[src/rtl/mem_port_arbiter.sv]
// Single-port RAM arbiter for fetch / load / store with fixed priority
// (store > load > fetch), a fetch anti-starvation boost and tagged read return.
module mem_port_arbiter #(
   parameter int ADRS_W   = 11,
   parameter int DATA_W   = 32,
   parameter int MAX_WAIT = 3,
   parameter int CNT_W    = 16
) (
   input  logic              clk,
   input  logic              reset,
   input  logic              ir_req,
   input  logic [ADRS_W-1:0] ir_adrs,
   output logic              ir_stall,
   output logic              ir_rvalid,
   output logic [DATA_W-1:0] ir_rdata,
   input  logic              ld_req,
   input  logic [ADRS_W-1:0] ld_adrs,
   output logic              ld_stall,
   output logic              ld_rvalid,
   output logic [DATA_W-1:0] ld_rdata,
   input  logic              st_req,
   input  logic [ADRS_W-1:0] st_adrs,
   input  logic [DATA_W-1:0] st_wdata,
   output logic              st_stall,
   output logic              ram_en,
   output logic              ram_we,
   output logic [ADRS_W-1:0] ram_adrs,
   output logic [DATA_W-1:0] ram_wdata,
   input  logic [DATA_W-1:0] ram_rdata,
   input  logic              cnt_clr,
   output logic [CNT_W-1:0]  conflict_cnt
);

   localparam int WAIT_W = (MAX_WAIT < 2) ? 1 : $clog2(MAX_WAIT + 1);
   localparam logic [WAIT_W-1:0] WAIT_LIM = WAIT_W'(MAX_WAIT);

   localparam logic [1:0] TAG_NONE = 2'd0;
   localparam logic [1:0] TAG_IR   = 2'd1;
   localparam logic [1:0] TAG_LD   = 2'd2;

   function automatic logic [CNT_W-1:0] sat_inc(input logic [CNT_W-1:0] v);
      return (&v) ? v : v + 1'b1;
   endfunction

   logic [WAIT_W-1:0] ir_wait;
   logic [1:0]        tag_p1;
   logic [DATA_W-1:0] ir_hold;
   logic [DATA_W-1:0] ld_hold;
   logic              boost;
   logic              gnt_ir;
   logic              gnt_ld;
   logic              gnt_st;
   logic [1:0]        n_req;
   logic              conflict;

   // Stage p0: combinational arbitration; boost overrides fixed priority.
   assign boost  = ir_req && (ir_wait == WAIT_LIM);
   assign gnt_st = !reset && st_req && !boost;
   assign gnt_ld = !reset && ld_req && !st_req && !boost;
   assign gnt_ir = !reset && ir_req && (boost || (!st_req && !ld_req));

   assign ir_stall = ir_req & ~gnt_ir;
   assign ld_stall = ld_req & ~gnt_ld;
   assign st_stall = st_req & ~gnt_st;

   assign n_req    = 2'(ir_req) + 2'(ld_req) + 2'(st_req);
   assign conflict = (n_req >= 2'd2);

   always_comb begin
      ram_en    = 1'b0;
      ram_we    = 1'b0;
      ram_adrs  = '0;
      ram_wdata = '0;
      if (gnt_st) begin
         ram_en    = 1'b1;
         ram_we    = 1'b1;
         ram_adrs  = st_adrs;
         ram_wdata = st_wdata;
      end else if (gnt_ld) begin
         ram_en   = 1'b1;
         ram_adrs = ld_adrs;
      end else if (gnt_ir) begin
         ram_en   = 1'b1;
         ram_adrs = ir_adrs;
      end
   end

   always_ff @(posedge clk) begin
      if (reset) begin
         ir_wait      <= '0;
         tag_p1       <= TAG_NONE;
         conflict_cnt <= '0;
      end else begin
         if (!ir_req || gnt_ir)
            ir_wait <= '0;
         else if (ir_wait != WAIT_LIM)
            ir_wait <= ir_wait + 1'b1;

         if (gnt_ir)
            tag_p1 <= TAG_IR;
         else if (gnt_ld)
            tag_p1 <= TAG_LD;
         else
            tag_p1 <= TAG_NONE;

         if (cnt_clr)
            conflict_cnt <= '0;
         else if (conflict)
            conflict_cnt <= sat_inc(conflict_cnt);
      end
   end

   // Stage p1: RAM data returns; capture into the tagged requester's hold register.
   always_ff @(posedge clk) begin
      if (reset) begin
         ir_hold <= '0;
         ld_hold <= '0;
      end else begin
         if (tag_p1 == TAG_IR) ir_hold <= ram_rdata;
         if (tag_p1 == TAG_LD) ld_hold <= ram_rdata;
      end
   end

   assign ir_rvalid = !reset && (tag_p1 == TAG_IR);
   assign ld_rvalid = !reset && (tag_p1 == TAG_LD);
   assign ir_rdata  = reset ? '0 : (ir_rvalid ? ram_rdata : ir_hold);
   assign ld_rdata  = reset ? '0 : (ld_rvalid ? ram_rdata : ld_hold);

endmodule
[config.mk]
export PLATFORM = sky130hd
export DESIGN_NAME = mem_port_arbiter
export DESIGN_NICKNAME = d
export VERILOG_FILES = /design/src/rtl/mem_port_arbiter.sv
export SDC_FILE = /design/constraint.sdc
export NUM_CORES = 1
export LEC_CHECK = 0
export CAP_MARGIN = 5
export CORE_AREA = 2 2 106 108
export CTS_CLUSTER_SIZE = 25
export DETAILED_ROUTE_END_ITERATION = 8
export DIE_AREA = 0 0 108 110
export HOLD_SLACK_MARGIN = 0.05
export PLACE_DENSITY = 0.79
export SLEW_MARGIN = 40
export SYNTH_ARGS = -nofsm -noshare
export SYNTH_HDL_FRONTEND = slang
export SYNTH_SLANG_ARGS = --single-unit
[constraint.sdc]
create_clock -name clk -period 2.8 [get_ports clk]
set_input_delay 0.84 -clock clk [delete_from_list [all_inputs] [get_ports clk]]
set_output_delay 0.84 -clock clk [all_outputs]
set_load 0.01 [all_outputs]
run_1/final_clocks.png
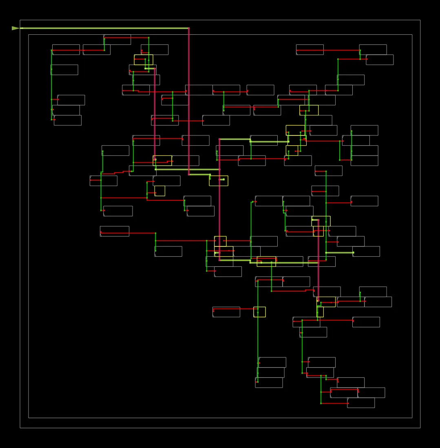
clk sinks: 84
worst-skew pair later-pin latency: 350 ps
final setup skew: 10.38 ps

run_1/wire_density.png
The die is cut into 22 by 22 equal tiles; white is low, dark blue is high, scaled to the fullest tile. Values are wire area over tile area, all layers added.
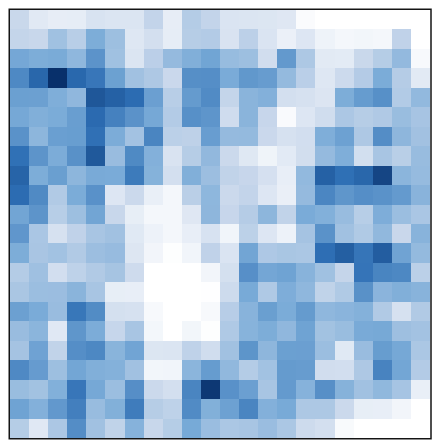
nearly empty tiles	5.0%
tiles over half the peak	25%
fullest tile	0.54
mean over tiles	0.20
Tot GR Track Use: 24.23%
detailed-route via count: 5,026
drt wl/cell: 15.17 um
WL final: 14,560 um

==> summary.txt <==
run metrics: Clk power=800 uW, commonest cells in the netlist=a21oi_1 (138), nand2_1 (132), dfxtp_1 (84), peak supply drop=186.9 uV, initial antenna violation count=0, Top cell by count, worst path=buf_12, FF+latch count, synth=84, Post-synth top flop=dfxtp_1, Final HPWL DP=10,540 um, Commonest Layout Cell=a21oi_1, Final Util=66.94%, Synthesized Nets=637, Top power group=registers, post-cts hold buffer count=0, yosys warns=0, layout cells sized above 1=17.44%, Syn Std Cell Area=3983 sq um, I/O Pins=233, crit path kind=in2out, met2 usage=44.07%, largest net degree at the start of global routing=61, status=complete, no violations, Avg Cell Area, Syn=7.500 sq um, CP Capture Type=output pin, Cell Chain, Critical Path=buf_8 > buf_4 > nor3b_4 > buf_12 > buf_12 > a221o_1 > buf_2, setup tns final=0 ps, Hold WC Path Type=reg2reg, max_slew headroom=66.73%, number of gates resized after cts=196, number of fill cells=925, setup ws final=1.926 ps, GP Congestion=0.8148, CTS Buffer Depth=2, Routed Antenna Nets=0, Arr. time, crit path=1960 ps, switching part of the total=26.73%, GRT Residual Overflow=0, hold slack=455.2 ps, CTS tree=yes, H-tree depth=3, Post-Layout Inst Area=7161 sq um, Comb group=522 uW, worst slack, placed=-1230 ps, tool warnings=28, Layout Nets=921, PortBufs=232, setup violators final=0
run_1/pins.png
The bar under the picture is 20 um long. Pins as bars across the die edge, other pins in grey.
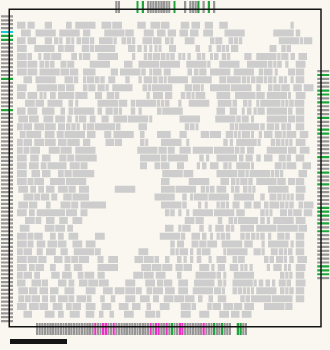
port	colour	pins	direction	edge
st_adrs	magenta	11	input	bottom
ld_rdata	green	32	output	18 right, 5 top, 5 bottom, 4 left
ld_rvalid	cyan	1	output	left
all pins by edge	79 left, 78 bottom, 54 right, 22 top

## run 1: metal layers
layer | routed length [um] | part of all wire [%]
met2 | 7310 | 50
met5 | 0 | 0
met3 | 1076 | 7.4
met1 | 5877 | 40
met4 | 294 | 2.0
## run 1: path summary, 6_finish.rpt
path                                                   start                            to  depth (start not counted)
worst max register to register  conflict_cnt[0]$_SDFFE_PP0P_  conflict_cnt[9]$_SDFFE_PP0P_                          5
worst min register to register       ir_wait[0]$_SDFFE_PP0P_       ir_wait[0]$_SDFFE_PP0P_                          1
worst min-delay path                 ir_wait[0]$_SDFFE_PP0P_       ir_wait[0]$_SDFFE_PP0P_                          1
worst max-delay path                                  ir_req                   ram_adrs[8]                          7
## run 1: cells by family (layout without fill, tap and decap cells)
family / count (synthesis) / after routing / synth area share [%]
AOI/OAI and AO/OA: 166 / 166 / 23.59
adders and majority gates: 3 / 3 / 0.9426
and+or+nand+nor: 231 / 232 / 28.21
DFF: 84 / 84 / 42.22
muxes: 1 / 1 / 0.2513
buffers and inverters: 45 / 333 / 4.555
xor gates and xnor gates: 1 / 1 / 0.2200
## run 1: final cells by class
type	count	area, sq um	area share (%)
Clock inverter	6	46.29	0.6465
Multi-Input combinational cell	403	2206	30.81
Sequential cell	84	1684	23.52
Tap cell	140	175.2	2.446
Inverter	2	7.507	0.1048
Timing Repair Buffer	315	2904	40.56
Clock buffer	10	137.6	1.922
## run 1: flip-flops by register name, summed over array words and instances, names as in the netlist
name and cells:
ld_hold 32, ir_hold 32, tag_p1 2, conflict_cnt 16, ir_wait 2
## run 1: worst max-delay path, delay by kind of cell
family,cells,cell delay [ps]
buf+inv,5,640
simple gates,1,150
compound gates,1,310
Power figures rest on the tool's default switching activity, not on a simulated workload.
